$ cat src/rtl/mem_ctrl_pkg.sv
// Shared definitions for the byte-serial memory controller: state encoding,
// IO region decode, legal LSB access lengths and load sign extension.
package mem_ctrl_pkg;

    localparam logic [1:0] ST_IDLE  = 2'd0;
    localparam logic [1:0] ST_FETCH = 2'd1;
    localparam logic [1:0] ST_LOAD  = 2'd2;
    localparam logic [1:0] ST_STORE = 2'd3;

    localparam logic [1:0]  IO_REGION = 2'b11;
    localparam int unsigned IO_BIT_HI = 17;
    localparam int unsigned IO_BIT_LO = 16;

    localparam logic [2:0] LEN_BYTE = 3'd1;
    localparam logic [2:0] LEN_HALF = 3'd2;
    localparam logic [2:0] LEN_WORD = 3'd4;

    // Map any request length onto a legal one so a bad length cannot hang a transfer.
    function automatic logic [2:0] legal_len(input logic [2:0] len);
        case (len)
            LEN_BYTE: legal_len = LEN_BYTE;
            LEN_HALF: legal_len = LEN_HALF;
            default:  legal_len = LEN_WORD;
        endcase
    endfunction

    // Zero- or sign-extend the low len bytes of data to 32 bits.
    function automatic logic [31:0] sign_extend(input logic [31:0] data,
                                                input logic [2:0]  len,
                                                input logic        is_signed);
        case (len)
            LEN_BYTE: sign_extend = {{24{is_signed & data[7]}}, data[7:0]};
            LEN_HALF: sign_extend = {{16{is_signed & data[15]}}, data[15:0]};
            default:  sign_extend = data;
        endcase
    endfunction

endpackage

$ cat src/rtl/if_line_buf.sv
// Instruction line buffer: byte-addressed register array packed onto one wide bus.
module if_line_buf #(
    parameter int unsigned LINE_BYTES = 64,
    localparam int unsigned IW = $clog2(LINE_BYTES)
) (
    input  logic                    i_clk,
    input  logic                    i_rst,
    input  logic                    i_we,
    input  logic [IW-1:0]           i_idx,
    input  logic [7:0]              i_data,
    output logic [8*LINE_BYTES-1:0] o_line
);

    logic [7:0] r_bytes [LINE_BYTES];

    // Store one fetched byte at its line offset.
    always_ff @(posedge i_clk) begin
        if (i_rst) begin
            for (int k = 0; k < int'(LINE_BYTES); k++) begin
                r_bytes[k] <= 8'h00;
            end
        end else if (i_we) begin
            r_bytes[i_idx] <= i_data;
        end
    end

    // Pack byte k onto bits [8k+7:8k].
    always_comb begin
        for (int k = 0; k < int'(LINE_BYTES); k++) begin
            o_line[8*k +: 8] = r_bytes[k];
        end
    end

endmodule

$ cat src/rtl/byte_mem_ctrl.sv
// Byte-serial memory controller arbitrating instruction fetch and LSB traffic
// onto one 8-bit RAM/IO bus. Optional feature macro: BYTE_MEM_CTRL_IO_STALL_EN
// (stall IO-region store bytes while the UART buffer is full).
module byte_mem_ctrl #(
    parameter int unsigned IF_LINE_BYTES = 64,
    parameter int unsigned ADDR_W        = 32
) (
    input  logic                       i_clk,
    input  logic                       i_rst,
    input  logic                       i_rdy,
    input  logic                       i_rollback,
    input  logic [7:0]                 i_mem_din,
    output logic [7:0]                 o_mem_dout,
    output logic [ADDR_W-1:0]          o_mem_a,
    output logic                       o_mem_wr,
    input  logic                       i_io_buffer_full,
    input  logic                       i_if_en,
    input  logic [ADDR_W-1:0]          i_if_pc,
    output logic [8*IF_LINE_BYTES-1:0] o_if_data,
    output logic                       o_if_done,
    input  logic                       i_lsb_en,
    input  logic                       i_lsb_wr,
    input  logic [2:0]                 i_lsb_len,
    input  logic                       i_lsb_signed,
    input  logic [ADDR_W-1:0]          i_lsb_addr,
    input  logic [31:0]                i_lsb_w_data,
    output logic [31:0]                o_lsb_r_data,
    output logic                       o_lsb_done
);
    import mem_ctrl_pkg::*;

    localparam int unsigned IW = $clog2(IF_LINE_BYTES);
    localparam int unsigned SW = IW + 1;

    logic [1:0]        r_state,      w_state_nx;
    logic [SW-1:0]     r_stage,      w_stage_nx;
    logic [ADDR_W-1:0] r_addr,       w_addr_nx;
    logic [2:0]        r_len,        w_len_nx;
    logic              r_signed,     w_signed_nx;
    logic [31:0]       r_wdata,      w_wdata_nx;
    logic [31:0]       r_ld_data,    w_ld_data_nx;
    logic              r_last_lsb,   w_last_lsb_nx;
    logic [ADDR_W-1:0] r_mem_a,      w_mem_a_nx;
    logic              r_mem_wr,     w_mem_wr_nx;
    logic [7:0]        r_mem_dout,   w_mem_dout_nx;
    logic              r_if_done,    w_if_done_nx;
    logic              r_lsb_done,   w_lsb_done_nx;
    logic [31:0]       r_lsb_r_data, w_lsb_r_data_nx;

    logic              w_lb_we;
    logic [SW-1:0]     w_stage_inc;
    logic [ADDR_W-1:0] w_cur_addr;
    logic [ADDR_W-1:0] w_next_addr;
    logic              w_if_last;
    logic              w_lsb_last;
    logic [4:0]        w_byte_sh;
    logic [31:0]       w_ld_merged;
    logic [7:0]        w_st_byte;
    logic              w_grant_lsb;
    logic              w_io_stall;

    assign w_stage_inc = r_stage + SW'(1);
    assign w_cur_addr  = r_addr + ADDR_W'(r_stage);
    assign w_next_addr = r_addr + ADDR_W'(w_stage_inc);
    assign w_if_last   = (w_stage_inc == SW'(IF_LINE_BYTES));
    assign w_lsb_last  = (w_stage_inc == SW'(r_len));
    assign w_byte_sh   = {r_stage[1:0], 3'b000};
    assign w_ld_merged = (r_ld_data & ~(32'h0000_00FF << w_byte_sh))
                       | (32'(i_mem_din) << w_byte_sh);
    assign w_st_byte   = r_wdata[w_byte_sh +: 8];
    // LSB wins a tie unless it won the previous grant.
    assign w_grant_lsb = i_lsb_en && (!i_if_en || !r_last_lsb);

`ifdef BYTE_MEM_CTRL_IO_STALL_EN
    assign w_io_stall = i_io_buffer_full
                     && (w_cur_addr[IO_BIT_HI:IO_BIT_LO] == IO_REGION);
`else
    assign w_io_stall = 1'b0;
    wire   w_unused_io = i_io_buffer_full;
`endif

    // State and datapath registers.
    always_ff @(posedge i_clk) begin
        if (i_rst) begin
            r_state      <= ST_IDLE;
            r_stage      <= '0;
            r_addr       <= '0;
            r_len        <= LEN_WORD;
            r_signed     <= 1'b0;
            r_wdata      <= '0;
            r_ld_data    <= '0;
            r_last_lsb   <= 1'b0;
            r_mem_a      <= '0;
            r_mem_wr     <= 1'b0;
            r_mem_dout   <= '0;
            r_if_done    <= 1'b0;
            r_lsb_done   <= 1'b0;
            r_lsb_r_data <= '0;
        end else begin
            r_state      <= w_state_nx;
            r_stage      <= w_stage_nx;
            r_addr       <= w_addr_nx;
            r_len        <= w_len_nx;
            r_signed     <= w_signed_nx;
            r_wdata      <= w_wdata_nx;
            r_ld_data    <= w_ld_data_nx;
            r_last_lsb   <= w_last_lsb_nx;
            r_mem_a      <= w_mem_a_nx;
            r_mem_wr     <= w_mem_wr_nx;
            r_mem_dout   <= w_mem_dout_nx;
            r_if_done    <= w_if_done_nx;
            r_lsb_done   <= w_lsb_done_nx;
            r_lsb_r_data <= w_lsb_r_data_nx;
        end
    end

    // Next-state and output logic; everything holds unless rdy, mem_wr defaults low.
    always_comb begin
        w_state_nx      = r_state;
        w_stage_nx      = r_stage;
        w_addr_nx       = r_addr;
        w_len_nx        = r_len;
        w_signed_nx     = r_signed;
        w_wdata_nx      = r_wdata;
        w_ld_data_nx    = r_ld_data;
        w_last_lsb_nx   = r_last_lsb;
        w_mem_a_nx      = r_mem_a;
        w_mem_wr_nx     = 1'b0;
        w_mem_dout_nx   = r_mem_dout;
        w_if_done_nx    = r_if_done;
        w_lsb_done_nx   = r_lsb_done;
        w_lsb_r_data_nx = r_lsb_r_data;
        w_lb_we         = 1'b0;

        if (i_rdy) begin
            case (r_state)
                ST_IDLE: begin
                    if (r_if_done || r_lsb_done) begin
                        w_if_done_nx  = 1'b0;
                        w_lsb_done_nx = 1'b0;
                    end else if (!i_rollback) begin
                        if (w_grant_lsb) begin
                            w_last_lsb_nx = 1'b1;
                            w_stage_nx    = '0;
                            w_addr_nx     = i_lsb_addr;
                            w_len_nx      = legal_len(i_lsb_len);
                            w_signed_nx   = i_lsb_signed;
                            w_wdata_nx    = i_lsb_w_data;
                            if (i_lsb_wr) begin
                                w_state_nx = ST_STORE;
                            end else begin
                                w_state_nx = ST_LOAD;
                                w_mem_a_nx = i_lsb_addr;
                            end
                        end else if (i_if_en) begin
                            w_last_lsb_nx = 1'b0;
                            w_stage_nx    = '0;
                            w_addr_nx     = i_if_pc;
                            w_state_nx    = ST_FETCH;
                            w_mem_a_nx    = i_if_pc;
                        end
                    end
                end
                ST_FETCH: begin
                    if (i_rollback) begin
                        w_state_nx = ST_IDLE;
                        w_mem_a_nx = '0;
                    end else begin
                        w_lb_we = 1'b1;
                        if (w_if_last) begin
                            w_state_nx   = ST_IDLE;
                            w_mem_a_nx   = '0;
                            w_if_done_nx = 1'b1;
                        end else begin
                            w_stage_nx = w_stage_inc;
                            w_mem_a_nx = w_next_addr;
                        end
                    end
                end
                ST_LOAD: begin
                    if (i_rollback) begin
                        w_state_nx = ST_IDLE;
                        w_mem_a_nx = '0;
                    end else begin
                        w_ld_data_nx = w_ld_merged;
                        if (w_lsb_last) begin
                            w_state_nx      = ST_IDLE;
                            w_mem_a_nx      = '0;
                            w_lsb_done_nx   = 1'b1;
                            w_lsb_r_data_nx = sign_extend(w_ld_merged, r_len, r_signed);
                        end else begin
                            w_stage_nx = w_stage_inc;
                            w_mem_a_nx = w_next_addr;
                        end
                    end
                end
                ST_STORE: begin
                    if (!w_io_stall) begin
                        w_mem_wr_nx   = 1'b1;
                        w_mem_a_nx    = w_cur_addr;
                        w_mem_dout_nx = w_st_byte;
                        w_stage_nx    = w_stage_inc;
                        if (w_lsb_last) begin
                            w_state_nx    = ST_IDLE;
                            w_lsb_done_nx = 1'b1;
                        end
                    end
                end
                default: w_state_nx = ST_IDLE;
            endcase
        end
    end

    if_line_buf #(
        .LINE_BYTES (IF_LINE_BYTES)
    ) u_line_buf (
        .i_clk  (i_clk),
        .i_rst  (i_rst),
        .i_we   (w_lb_we),
        .i_idx  (r_stage[IW-1:0]),
        .i_data (i_mem_din),
        .o_line (o_if_data)
    );

    assign o_mem_a      = r_mem_a;
    assign o_mem_wr     = r_mem_wr;
    assign o_mem_dout   = r_mem_dout;
    assign o_if_done    = r_if_done;
    assign o_lsb_done   = r_lsb_done;
    assign o_lsb_r_data = r_lsb_r_data;

endmodule
$ cat config.mk
export PLATFORM = sky130hd
export DESIGN_NAME = byte_mem_ctrl
export DESIGN_NICKNAME = d
export VERILOG_FILES = /design/src/rtl/mem_ctrl_pkg.sv /design/src/rtl/if_line_buf.sv /design/src/rtl/byte_mem_ctrl.sv
export SDC_FILE = /design/constraint.sdc
export NUM_CORES = 1
export LEC_CHECK = 0
export CORE_MARGIN = 5
export CORE_UTILIZATION = 25
export CTS_CLUSTER_SIZE = 16
export DETAILED_ROUTE_END_ITERATION = 7
export SKIP_LAST_GASP = 1
export SYNTH_ARGS = -nofsm -noshare
export SYNTH_HDL_FRONTEND = slang
export SYNTH_SLANG_ARGS = --single-unit
$ cat constraint.sdc
create_clock -name i_clk -period 3.6 [get_ports i_clk]
set_input_delay 0.72 -clock i_clk [delete_from_list [all_inputs] [get_ports i_clk]]
set_output_delay 0.72 -clock i_clk [all_outputs]
set_load 0.05 [all_outputs]
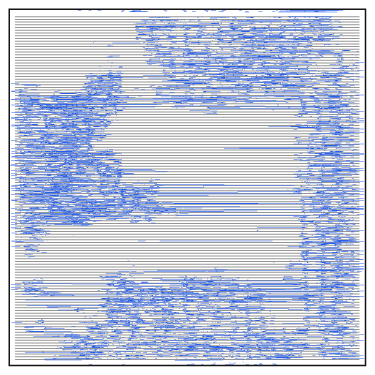
(run_1/layer_met1.png)
Drawn at 1 px/um. Supply wires on this layer in grey.
- nets with wire on the layer: 3157
- main direction: horizontal
- wire length on this layer: 43.7 mm
- share of all routed wire: 40%
- longest straight run: 155 um
met1 usage in global routing: 0.198
detailed-route via count: 22100
Total Routed Length: 110000 um

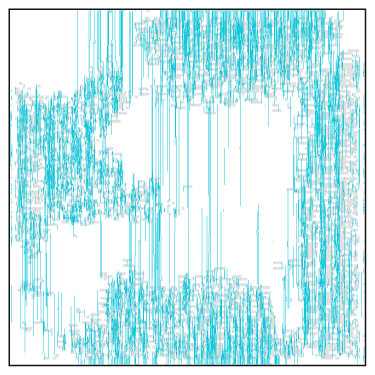
(run_1/layer_met2.png)
Drawn at 1 px/um. Cells faint in the background.
- nets with wire on the layer: 2810
- wire length on this layer: 54.3 mm
- longest straight run: 263 um
- main direction: vertical
- share of all routed wire: 49%
met2 track utilization from global routing: 0.293

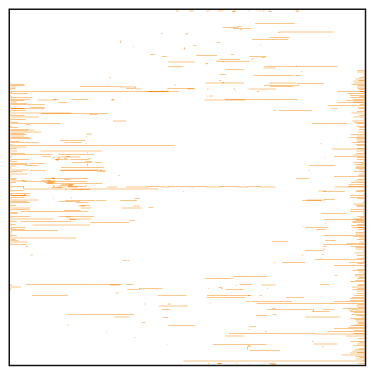
(run_1/layer_met3.png)
Drawn at 1 px/um.
- wire length on this layer: 8120 um
- share of all routed wire: 7.4%
- longest straight run: 179 um
- main direction: horizontal

==> summary.txt, run 1 <==
Flow results.

- Including well taps, the total number of placed cells is 4737.
- The arrival time of the worst setup path is 3850 ps.
- The number of flip-flops and latches in the synthesized netlist is 697.
- The clock transition at the register clock pins on the worst setup and hold paths after CTS is 60 ps.
- The cell with the biggest individual delay on the critical path is sky130_fd_sc_hd__or2_2.
- The portion of synthesized cell area occupied by the leading cell type is 0.517.
- The cell chosen for the clock root is sky130_fd_sc_hd__clkbuf_16.
- Counting every net in the synthesized netlist gives 2688.
- The number of nets in the layout is 3421.
- The tally of max-capacitance violations is 0.
- The initialized floorplan defines 126 standard-cell rows.
- The startpoint class of the critical path is a register.
- On met3, the global router reports a usage of 0.0433.
- The die covers 126000 um2.
- The number of standard cells in the final layout excluding fillers is 4883.
- The yosys synthesis warning count is 0.
- The detailed-routing iteration count for the pre-antenna-repair pass is 5.
- The leakage power is 15.0 nW.
- The detailed placer's ending HPWL is 77800 um.
- Of the total power, registers draw 0.449.
- After synthesis, the design contains 2550 cells according to Yosys.
- In this run the remaining antenna-violating nets after routing total 0.
- Per the timing report, the achievable frequency comes out to 0.306 GHz.
- The total setup buffers inserted after CTS is 0.
- The area share of xor/xnor cells in the synthesized design is 0.0194.
- The quantity of hold-fixing buffers added after cts is 0.
- Per the post-synthesis report, the number of cells in the design is 2550.
- The synthesized-area fraction occupied by and/or/nand/nor cells is 0.219.
- The synthesis report gives the async set-or-reset register share as 0.
- Yosys mapped a number of flops with a built-in enable equal to 512.
- The run finished with clean final reports.
- STA classifies the critical path endpoint as a register.
- The register-to-register path setup slack is 330 ps.
- The report lists the number of cells resized after CTS as 0.
- The post-layout minimum cycle time is 3270 ps.
- The post-synthesis area per instance is 11.7 um2.
- The layout overhead on the synthesized area is 40.7%.
- The final tally of setup violations is 0.
- The sequential share of the synthesized area is 0.642.
- The yosys synthesis chip area is 29700 um2.
- Per STA, the worst path accumulates the most delay in the family simple AND/OR/NAND/NOR gates.
- For this sky-water flow run, the detailed-routed wirelength per cell is reported as 22.5 um.
- The power report lists cell-internal power as 14.7 mW.
- The combinational power share is 0.130.
- The logs give a warning total of 35.
- The total overflow left after global routing is 0.
- The main area contributors are sky130_fd_sc_hd__edfxtp_1 (52%), sky130_fd_sc_hd__dfxtp_1 (12%), sky130_fd_sc_hd__and2_1 (11%).
- The count of boundary I/O pins is 703.
- Among the non-sequential cells, simple AND/OR/NAND/NOR gates take the most area.
- Summed over all routing layers, the global router reports a total usage of 0.167.
- The floorplan step records an initial core utilization of 0.252.
- The first global-routing pass estimated 155000 um of wire.
- The multiplexer share of the synthesized area is 0.0123.
- The first routing iteration left 1441 violations.
- The final-report max-slew violation count is 0.
- The H-tree depth is 3.
- The number of global-route vias before repair is 21900.
- The top cell types in the final layout, fill and taps aside, are sky130_fd_sc_hd__clkdlybuf4s50_1 (692), sky130_fd_sc_hd__and2_1 (518), sky130_fd_sc_hd__edfxtp_1 (512).
- The cell area after technology mapping is 29700 um2.
- The critical path maximum fanout is 9.
- Setup repair after global routing left no endpoint under its margin.
- The CTS sink count is 697.
- The final weighted congestion in routability-driven placement is 0.816.
- The most instantiated logic cell after routing is sky130_fd_sc_hd__clkdlybuf4s50_1.
- The detailed-route vias per instance is 4.53.
- The clock insertion delay at the later pin of the skew report is 660 ps.
- TritonCTS built the clock tree.
- The report lists the power per cell area as 484 nW/um2.
- The switching share of power is 0.273.
- The area fraction in full adders, half adders and majority gates is 0.00976.
- The setup TNS after final layout is 0 ps.
- The DRC violation total left in the routed layout is recorded as 0.
- Among all stages on the critical path, the maximum delay recorded is 440 ps.
- The clock passes through at most 3 buffers.
- The die width is 355 um.
- In this run the most used layer during global routing was met2.
- The worst min-delay path category is reg2reg.
- The AND-OR/OR-AND share of the synthesized area is 0.0725.
- The synthesized design spends more area on one cell type than any other, namely sky130_fd_sc_hd__edfxtp_1.
- Hold-check failures listed in the final report amount to 0.
- The sum of internal, switching and leakage power is 20.2 mW.
- The diode insertion count for antenna repair is 0.
- The number of port buffers is 701.
- The remaining max-slew budget at the tightest pin is 0.465.
- The core area is 118000 um2.
- The number of buffers and inverters on the critical path is 0.
- The chip height is 355 um.
- The required time at the worst endpoint is listed as 4180 ps.
- For the pin with the worst max-slew slack, the measured transition is 802 ps.
- The analysis reports a worst IR drop on VDD of 0.320 mV.
- The switching power is 5.52 mW.
- Entering global routing, the biggest net connects 128 pins.
- The signal on the critical path passes through nand3_1, or3_1, nand2_1, ha_1, a21oi_1, o22ai_1, or2_2, xnor2_1, or4_1, o211ai_1, a31o_1.
- The worst setup path is of the reg2reg kind.
- The fraction of final layout cells with drive strength greater than 1 is 0.105.
- Clock tree synthesis inserted a total of 80 buffers.
- The clock skew is 36.0 ps.
- The initial antenna violation count is 8.
[run 1: registers in the layout, indices dropped and copies added (netlist names)]
register,cells
o_if_done,1
o_mem_dout,8
r_signed,1
r_stage,7
o_lsb_done,1
r_state,2
r_addr,32
r_len,3
o_mem_a,32
o_lsb_r_data,32
r_wdata,32
r_last_lsb,1
o_mem_wr,1
u_line_buf.r_bytes,512
r_ld_data,32
[run 1: layout make-up]
class | instances | area, um2
Clock inverter | 43 | 564
Clock buffer | 103 | 2190
Fill cell | 11600 | 76300
Multi-Input combinational cell | 1662 | 9940
Tap cell | 1536 | 1920
Sequential cell | 697 | 19100
Inverter | 17 | 63.8
Timing Repair Buffer | 825 | 8060
[run 1: cell usage after synthesis (17+ instances only)]
library cell               instances
sky130_fd_sc_hd__or2_2            71
sky130_fd_sc_hd__nand2_1         173
sky130_fd_sc_hd__a211oi_1         72
sky130_fd_sc_hd__nor2b_1          36
sky130_fd_sc_hd__xor2_1           28
sky130_fd_sc_hd__xnor2_1          38
sky130_fd_sc_hd__a311oi_1         26
sky130_fd_sc_hd__and2_1          518
sky130_fd_sc_hd__clkbuf_1        143
sky130_fd_sc_hd__nand3_1          35
sky130_fd_sc_hd__inv_1            17
sky130_fd_sc_hd__nor3_1           58
sky130_fd_sc_hd__nand2b_1         18
sky130_fd_sc_hd__a21oi_1         114
sky130_fd_sc_hd__nor2_1          253
sky130_fd_sc_hd__o21ai_0          52
sky130_fd_sc_hd__edfxtp_1        512
sky130_fd_sc_hd__ha_1             20
sky130_fd_sc_hd__dfxtp_1         185
sky130_fd_sc_hd__mux2i_1          17
[run 1: tightest hold or removal path, delay by kind of cell (launching register included)]
kind	cells	cell delay (ps)
compound gates	1	50
flops	1	310
simple gates	1	50
[run 1: path summary, 6_finish.rpt]
path	from	endpoint	cells past startpoint
setup / recovery	r_stage[1]	o_mem_a[8]	11
hold / removal	r_wdata[27]	r_wdata[27]	2
setup reg to reg	r_stage[1]	o_mem_a[8]	11
hold reg to reg	r_wdata[27]	r_wdata[27]	2
[run 1: layer usage]
metal	vias to the layer above	wire, um
li1	10400	-
met1	10800	43700
met2	784	54300
met3	161	8120
met4	2	3830
met5	-	13
[run 1: power by group through the flow]
stage          sequential (mW)  combinational [mW]  clock (mW)
5_1_grt                   9.11                2.75        9.02
3_3_place_gp              9.25                2.65           0
2_1_floorplan             10.2               0.560           0
6_report                  9.08                2.64        8.52
3_5_place_dp              9.25                2.66           0
4_1_cts                   9.09                2.66        8.73
[run 1: per-stage QoR]
step | setup slack [ps] | hold slack [ps] | utilization | instance area (um2)
2_1_floorplan | 441 | 433 | - | 29700
3_5_place_dp | 281 | 444 | 0.331 | 39100
3_3_place_gp | 313 | 440 | 0.331 | 39100
4_1_cts | 342 | 452 | 0.354 | 41800
5_1_grt | 135 | 467 | 0.354 | 41800
6_report | 328 | 451 | 0.354 | 41800
--- run 2 (diff from run 1) ---
--- a/config.mk
+++ b/config.mk
@@ -10,6 +10,7 @@
 export CTS_CLUSTER_SIZE = 16
 export DETAILED_ROUTE_END_ITERATION = 7
 export SKIP_LAST_GASP = 1
+export SLEW_MARGIN = 20
 export SYNTH_ARGS = -nofsm -noshare
 export SYNTH_HDL_FRONTEND = slang
 export SYNTH_SLANG_ARGS = --single-unit
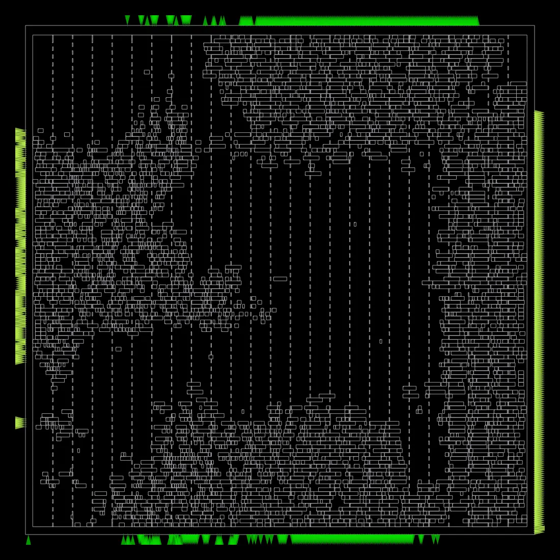
(run_2/placement.png)
area of the core: 118000 um2
final non-filler cell total: 4883

==> run 2 against run 1 <==
Effect of this change: sequential power about the same; wire length unchanged; area after synthesis unchanged; combinational power about the same; largest cell class unchanged.
==> summary.txt, run 2 <==
Flow results.

- The run finished with clean final reports.
- Setup repair after global routing left no endpoint under its margin.
- The post-layout minimum cycle time came to 3270 ps (unchanged).
- The detailed placer's ending HPWL is 77800 um (unchanged).
- The remaining number of nets flagged by the antenna check after routing is 0 (unchanged).
- The most instantiated logic cell after routing is sky130_fd_sc_hd__clkdlybuf4s50_1.
- The quantity of hold-fixing buffers added after cts came to 0 (unchanged).
- The worst-case reg-to-reg path depth is 11 (unchanged).
- The maximum vdd ir drop is 0.320 mV (unchanged).
- The yosys stat cell total is 2550 (unchanged).
- The H-tree depth was 3 (unchanged).
- The cell chosen for the clock root is sky130_fd_sc_hd__clkbuf_16.
- The worst hold path terminates at r_wdata[27].
- The setup TNS after final layout is 0 ps (unchanged).
- The count of boundary I/O pins is 703 (unchanged).
- The sequential share of the synthesized area is 0.642 (unchanged).
- The register with the most flip-flops is u_line_buf.r_bytes.
- The diode insertion count for antenna repair is 0 (unchanged).
- The total setup buffers inserted after CTS is 0 (unchanged).
- The tally of max-capacitance violations is 0 (unchanged).
- The register-to-register path setup slack is 330 ps (about the same).
- The fraction of final layout cells with drive strength greater than 1 is 0.105 (unchanged).
- The number of design rule violations left after detail routing came to 0 (unchanged).
- The post-layout instance area is 41800 um2 (unchanged).
- The portion of synthesized cell area occupied by the leading cell type is 0.517 (unchanged).
- The number of synthesized flops with an enable pin came to 512 (unchanged).
- TritonCTS built the clock tree.
- The die width is 355 um (unchanged).
- The chip height was 355 um (unchanged).
- The die area came to 126000 um2 (unchanged).
- The clock transition at the register clock pins on the worst setup and hold paths after CTS is 60 ps (about the same).
- The wire length after detailed routing came to 110000 um (unchanged).
- The transition time at the pin with the least slew margin is 802 ps (unchanged).
- The post-synthesis area per instance is 11.7 um2 (unchanged).
- The most common cell in the synthesized netlist is sky130_fd_sc_hd__and2_1.
- The arrival time of the worst setup path is 3850 ps (about the same).
- The detailed-route vias per instance was 4.53 (unchanged).
- The final-report max-slew violation count is 0 (unchanged).
- The remaining max-slew budget at the tightest pin came to 0.465 (unchanged).
- The net count after synthesis came to 2688 (unchanged).
- The initial antenna violation count is 8 (unchanged).
- In the layout the commonest cells are sky130_fd_sc_hd__clkdlybuf4s50_1 (692), sky130_fd_sc_hd__and2_1 (518), sky130_fd_sc_hd__edfxtp_1 (512).
- The tally of OpenROAD warnings is 35 (unchanged).
- The number of nets in the layout is 3421 (unchanged).
- The endpoint class of the critical path is a register.
- The yosys synthesis warning count was 0 (unchanged).
- The synthesized netlist cell count is 2550 (unchanged).
- The final tally of setup violations is 0 (unchanged).
- The worst hold path stage count is 2 (unchanged).
- The number of hold violations in the final report is 0 (unchanged).
- The flip-flop count of the largest register, all copies and words added came to 512 (unchanged).
- The detailed-routing iteration count for the pre-antenna-repair pass is 5 (unchanged).
- The number of global-route vias before repair is 21900 (unchanged).
- The final weighted congestion in routability-driven placement is 0.816 (unchanged).
- The total routing usage reported by global routing is 0.167 (unchanged).
- The cell with the biggest individual delay on the critical path is sky130_fd_sc_hd__or2_2.
- The count of standard-cell rows came to 126 (unchanged).
- The yosys synthesis chip area is 29700 um2 (unchanged).
- The count of routing violations after the opening detailed-route iteration is 1441 (unchanged).
- The worst min-delay path category is reg2reg.
- The async set-or-reset flop fraction in the synthesized netlist is 0 (unchanged).
- The clock insertion delay at the later pin of the skew report is 660 ps (about the same).
- The post-synthesis cell type with the largest combined area is sky130_fd_sc_hd__edfxtp_1.
- The critical-path maximum fanout is 9 (unchanged).
- The leakage power is 15.0 nW (unchanged).
- The detailed-route via count is 22100 (unchanged).
- The clock skew is 36.0 ps (unchanged).
- The total congestion overflow is 0 (unchanged).
- The number of flip-flops and latches in the synthesized netlist is 697 (unchanged).
- The number of instances resized during post-cts repair came to 0 (unchanged).
- The synthesis run shows the most used standard cells to be sky130_fd_sc_hd__and2_1 (518), sky130_fd_sc_hd__edfxtp_1 (512), sky130_fd_sc_hd__nor2_1 (253).
- The global-route wire length before repair was 155000 um (unchanged).
- The worst endpoint required time is 4180 ps (about the same).
- In the synthesized netlist the dominant register cell turns out to be sky130_fd_sc_hd__edfxtp_1.
- The maximum clock rate is 0.306 GHz (unchanged).
- The CTS sink count was 697 (unchanged).
- The tally of filler cells in the layout is 11600 (unchanged).
- The capturing point of the worst reg2reg path is o_mem_a[8].
- The number of buffers inserted during clock tree synthesis is 80 (unchanged).
- The cell area after placement is 39100 um2 (unchanged).
- The count of unique library cells instantiated by Yosys is 71.
- The startpoint class of the critical path is a register.
- The layout overhead on the synthesized area was 40.7% (unchanged).
- The post-route fraction of the period consumed by the critical path is 0.909.
- The stage delay of the slowest cell on the critical path came to 440 ps (about the same).
- The number of port buffers came to 701 (unchanged).
- After synthesis, the cell types taking the most area are sky130_fd_sc_hd__edfxtp_1 (52%), sky130_fd_sc_hd__dfxtp_1 (12%), sky130_fd_sc_hd__and2_1 (11%).
- The maximum number of pins on one net before global-route repair is 128 (unchanged).
- The type of the setup path with the least slack is reg2reg.
- For reference, the critical path cell chain is nand3_1, or3_1, nand2_1, ha_1, a21oi_1, o22ai_1, or2_2, xnor2_1, or4_1, o211ai_1, a31o_1.
- The initial core utilization is 0.252 (unchanged).
- The startpoint of the most critical register-to-register path is r_stage[1].
- The maximum number of buffers from clock root to sink is 3 (unchanged).
- The total power per unit cell area is 484 nW/um2 (unchanged).
- The cell area after technology mapping came to 29700 um2 (unchanged).
- The routed wire length per instance is 22.5 um (unchanged).
- The launch point of the worst min-delay path is recorded as r_wdata[27].
==> run 2: final cells by class <==
type                    instances  area (um2)  area share
clock inverters                43         564      0.0135
flip-flops and latches        697       19100       0.456
repair buffers                825        8060       0.193
inverters                      17        63.8     0.00153
multi-input cells            1662        9940       0.238
clock buffers                 103        2190      0.0524
well taps                    1536        1920      0.0460
==> run 2: kinds of logic (layout without fill, tap and decap cells) <==
kind of cell / Yosys count / after routing / synth area share
xor+xnor: 66 / 66 / 0.0194
simple gates: 1217 / 1217 / 0.219
mux: 26 / 26 / 0.0123
compound gates: 331 / 331 / 0.0725
flops: 697 / 697 / 0.642
fa+ha+maj: 22 / 22 / 0.00976
buf+inv: 191 / 988 / 0.0256
==> run 2: how the worst max path moves through the flow <==
| stage | startpoint | endpoint | slack, ps |
|---|---|---|---|
| detailed placement | i_rollback | u_line_buf.r_bytes[43][0] | 280 |
| floorplan | r_stage[1] | o_mem_a[7] | 440 |
| CTS | r_stage[1] | o_mem_a[8] | 340 |
| global placement | i_rollback | u_line_buf.r_bytes[38][2] | 310 |
| finish | r_stage[1] | o_mem_a[8] | 330 |
| global route | r_stage[1] | o_mem_a[8] | 130 |
==> run 2: critical path: cells and delay by family (launching register included) <==
family | cells | cell delay [ps]
simple gates | 5 | 1650
compound gates | 4 | 720
fa+ha+maj | 1 | 300
flops | 1 | 380
xor+xnor | 1 | 170
==> run 2: where the power goes <==
group          switching (mW)  internal (mW)
Clock                    3.51           5.01
Combinational            1.85          0.792
Sequential              0.167           8.91
Total                    5.52           14.7
==> run 2: through the flow <==
step	power [mW]	hold WS [ps]	util	worst slack, ps	std cells
2_1_floorplan	10.8	433	-	441	2550
3_3_place_gp	11.9	440	0.331	313	4737
3_5_place_dp	11.9	444	0.331	281	4737
4_1_cts	20.5	452	0.354	342	4883
5_1_grt	20.9	467	0.354	135	4883
6_report	20.2	451	0.354	328	4883
==> run 2: layer usage <==
metal / share of wire / GRT usage / vias up / wire length, um
met4: 0.035 / 0.0621 / 2 / 3830
met2: 0.49 / 0.293 / 784 / 54300
met3: 0.074 / 0.0433 / 161 / 8120
met5: 0.00012 / 0 / - / 13
met1: 0.40 / 0.198 / 10800 / 43700
li1: - / - / 10400 / -
--- run 3 (diff from run 2) ---
--- a/config.mk
+++ b/config.mk
@@ -9,6 +9,7 @@
 export CORE_UTILIZATION = 25
 export CTS_CLUSTER_SIZE = 16
 export DETAILED_ROUTE_END_ITERATION = 7
+export MAX_ROUTING_LAYER = met4
 export SKIP_LAST_GASP = 1
 export SLEW_MARGIN = 20
 export SYNTH_ARGS = -nofsm -noshare
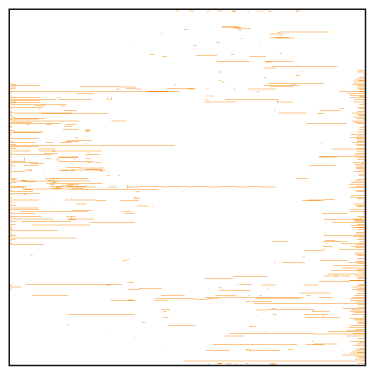
(run_3/layer_met3.png)
Drawn at 1 px/um.
- main direction: horizontal
- wire length on this layer: 8210 um
- nets with wire on the layer: 487
- share of all routed wire: 7.5%
- longest straight run: 179 um

==> run 3 against run 2 <==
Effect of this change: area after synthesis is the same; core utilization hardly changed; fmax increased by 0.47%; first-iteration DRC count up 7.6%; total power about the same; die area unchanged; combinational power about the same; sequential cell count stayed put; via count about the same; critical endpoint unchanged; largest cell class unchanged.
==> summary.txt, run 3 <==
Flow results.

- The final tally of setup violations was 0 (unchanged).
- The number of nets in the layout is 3421 (unchanged).
- The cell area after technology mapping is 29700 um2 (unchanged).
- The routed wire length per instance came to 22.5 um (about the same).
- The library cell used most frequently in the layout, excluding fill and tap cells, is sky130_fd_sc_hd__clkdlybuf4s50_1.
- The die width came to 355 um (unchanged).
- The number of flip-flops and latches in the synthesized netlist is 697 (unchanged).
- The multi-input logic area was 9940 um2 (unchanged).
- The remaining number of nets flagged by the antenna check after routing is 0 (unchanged).
- TritonCTS built the clock tree.
- The net count after synthesis is 2688 (unchanged).
- The tightest hold margin is 453 ps (+1.39 ps).
- The initial core utilization is 0.252 (unchanged).
- The post-synthesis area per instance came to 11.7 um2 (unchanged).
- The combined flip-flop and latch cell area came to 19100 um2 (unchanged).
- The tally of max-capacitance violations came to 0 (unchanged).
- The arrival time of the worst setup path was 3830 ps (-20 ps).
- The register-to-register path setup slack was 340 ps (+20 ps).
- The total congestion overflow is 0 (unchanged).
- The worst endpoint required time is 4180 ps (about the same).
- The async set-or-reset flop fraction in the synthesized netlist is 0 (unchanged).
- The endpoint class of the critical path is a register.
- The number of buffers inserted during clock tree synthesis is 80 (unchanged).
- The worst-case reg-to-reg path depth is 11 (unchanged).
- The total setup buffers inserted after CTS was 0 (unchanged).
- The synthesized netlist cell count is 2550 (unchanged).
- The tally of filler cells in the layout is 11600 (-0.0086%).
- The remaining max-slew budget at the tightest pin is 0.474 (+0.00831).
- The transition time at the pin with the least slew margin came to 790 ps (-12.5 ps).
- The number of global-route vias before repair is 22000 (+0.31%).
- The die area is 126000 um2 (unchanged).
- The yosys synthesis warning count is 0 (unchanged).
- The global-route wire length before repair came to 155000 um (-0.16%).
- The yosys stat cell total is 2550 (unchanged).
- The clock transition at the register clock pins on the worst setup and hold paths after CTS is 60 ps (about the same).
- The yosys synthesis chip area is 29700 um2 (unchanged).
- In this run the worst hold path is classified as reg2reg.
- The register with the most flip-flops is u_line_buf.r_bytes.
- The initial antenna violation count is 8 (unchanged).
- The capturing point of the worst reg2reg path is o_mem_a[8].
- The number of port buffers is 701 (unchanged).
- The count of standard-cell rows is 126 (unchanged).
- The detailed-route via count came to 22100 (+0.072%).
- The leakage power is 15.0 nW (unchanged).
- The layout overhead on the synthesized area is 40.7% (about the same).
- In this run the critical register-to-register path is launched from r_stage[1].
- Per STA, the startpoint of the critical path is r_stage[1].
- The maximum number of pins on one net before global-route repair was 128 (unchanged).
- The synthesis report lists the most area-consuming cells as sky130_fd_sc_hd__edfxtp_1 (52%), sky130_fd_sc_hd__dfxtp_1 (12%), sky130_fd_sc_hd__and2_1 (11%).
- The placed instance count came to 4737 (unchanged).
- STA classifies the critical path startpoint as a register.
- The least setup slack across all paths after layout came to 344 ps (+15.4 ps).
- By instance count after routing, the leading logic cell types are sky130_fd_sc_hd__clkdlybuf4s50_1 (692), sky130_fd_sc_hd__and2_1 (518), sky130_fd_sc_hd__edfxtp_1 (512).
- The CTS sink count is 697 (unchanged).
- The total routing usage reported by global routing was 0.172 (+0.00499).
- The final weighted congestion in routability-driven placement came to 0.828 (+1.5%).
- The post-route fraction of the period consumed by the critical path is 0.905 (-0.00427).
- The detailed-routing iteration count for the pre-antenna-repair pass came to 5 (unchanged).
- The worst setup path is of the reg2reg kind.
- The critical-path maximum fanout was 9 (unchanged).
- By count the netlist is led by sky130_fd_sc_hd__and2_1 (518), sky130_fd_sc_hd__edfxtp_1 (512), sky130_fd_sc_hd__nor2_1 (253).
- The number of synthesized flops with an enable pin is 512 (unchanged).
- The clock skew came to 36.9 ps (+0.880 ps).
- The quantity of hold-fixing buffers added after cts is 0 (unchanged).
- The flow ran to the end, and the final reports show no timing, DRC or antenna violations.
- The clock insertion delay at the later pin of the skew report is 660 ps (about the same).
- The count of unique library cells instantiated by Yosys came to 71 (unchanged).
- The pre-CTS worst setup slack was 281 ps (unchanged).
- Looking at the clock tree report, the root buffer type is sky130_fd_sc_hd__clkbuf_16.
- The sequential share of the synthesized area came to 0.642 (unchanged).
- The total power per unit cell area is 484 nW/um2 (about the same).
- The setup TNS after final layout is 0 ps (unchanged).
- The maximum vdd ir drop is 0.321 mV (+0.19%).
- The number of instances resized during post-cts repair is 0 (unchanged).
- The maximum clock rate is 0.307 GHz (+0.47%).
- The detailed placer's ending HPWL is 77800 um (unchanged).
- The number of design rule violations left after detail routing is 0 (unchanged).
- Among all flip-flop cells after synthesis, the most frequent one is sky130_fd_sc_hd__edfxtp_1.
- The portion of synthesized cell area occupied by the leading cell type is 0.517 (unchanged).
- The flip-flop count of the largest register, all copies and words added was 512 (unchanged).
- The post-layout minimum cycle time is 3260 ps (-15.4 ps).
- The number of standard cells in the final layout excluding fillers is 4885 (+0.041%).
- The maximum number of buffers from clock root to sink is 3 (unchanged).
- The count of routing violations after the opening detailed-route iteration is 1551 (+7.6%).
- The count of boundary I/O pins is 703 (unchanged).
- The detailed-route vias per instance was 4.53 (about the same).
- The final-report max-slew violation count is 0 (unchanged).
- The number of hold violations in the final report is 0 (unchanged).
- Per STA, the endpoint of the critical path is o_mem_a[8].
- The tally of OpenROAD warnings was 36 (+2.9%).
- The chip height is 355 um (unchanged).
- Setup repair after global routing left no endpoint under its margin.
- The H-tree depth is 3 (unchanged).
- The core area is 118000 um2 (unchanged).
- Looking at the gate-level netlist, the highest instance count belongs to sky130_fd_sc_hd__and2_1.
- The wire length after detailed routing was 110000 um (about the same).
- sky130_fd_sc_hd__edfxtp_1 takes more of the synthesized area than any other cell.
## run 3: cell counts after synthesis
Identical to the previous run, type by type.
## run 3: worst min-delay path by stage
stage	from	to	slack (ps)	cells after the start
floorplan	r_wdata[16]	r_wdata[16]	430	2
global placement	r_wdata[10]	r_wdata[10]	440	2
detailed placement	r_wdata[27]	r_wdata[27]	440	2
CTS	r_wdata[27]	r_wdata[27]	450	2
global route	r_wdata[17]	r_wdata[17]	470	2
finish	r_wdata[27]	r_wdata[27]	450	2
## run 3: area by class of cell
cell class | count | area share
antenna | 2 | 0.000120
clock buffer | 103 | 0.0524
clock inverter | 43 | 0.0135
inverter | 17 | 0.00153
multi-input combinational | 1662 | 0.238
sequential | 697 | 0.456
tap | 1536 | 0.0460
timing repair buffer | 825 | 0.193
## run 3: layer usage
layer / vias up / global-route usage / part of all wire
met2: 824 / 0.293 / 0.49
li1: 10400 / - / -
met1: 10800 / 0.198 / 0.40
met5: - / - / 0
met4: 0 / 0.0627 / 0.035
met3: 168 / 0.0432 / 0.075
## run 3: critical path: stages, from the launching register on
cell                       delay [ps]
sky130_fd_sc_hd__dfxtp_1          380
sky130_fd_sc_hd__nand3_1          220
sky130_fd_sc_hd__or3_1            360
sky130_fd_sc_hd__nand2_1          220
sky130_fd_sc_hd__ha_1             300
sky130_fd_sc_hd__a21oi_1          260
sky130_fd_sc_hd__o22ai_1          140
sky130_fd_sc_hd__or2_2            440
sky130_fd_sc_hd__xnor2_1          170
sky130_fd_sc_hd__or4_1            400
sky130_fd_sc_hd__o211ai_1         130
sky130_fd_sc_hd__a31o_1           170
## run 3: where the power goes
| group | leakage (nW) | total [mW] | internal [mW] | switching (mW) |
|---|---|---|---|---|
| clock network | 1.33 | 8.52 | 5.01 | 3.51 |
| registers | 6.57 | 9.08 | 8.91 | 0.167 |
| logic | 7.11 | 2.64 | 0.792 | 1.85 |
| total | 15.0 | 20.2 | 14.7 | 5.53 |
## run 3: cell families (layout without fill, tap and decap cells)
logic type	Yosys count	in the layout	synth area share
simple gates	1217	1217	0.219
flops	697	697	0.642
compound gates	331	331	0.0725
buf+inv	191	988	0.0256
xor+xnor	66	66	0.0194
mux	26	26	0.0123
fa+ha+maj	22	22	0.00976
other cells	0	2	0
## run 3: through the flow
step	cell area [um2]	utilization	total power, mW
2_1_floorplan	29700	-	10.8
3_3_place_gp	39100	0.331	11.9
3_5_place_dp	39100	0.331	11.9
4_1_cts	41800	0.354	20.5
5_1_grt	41800	0.354	20.9
6_report	41800	0.354	20.2
Power and IR drop assume default switching activity.
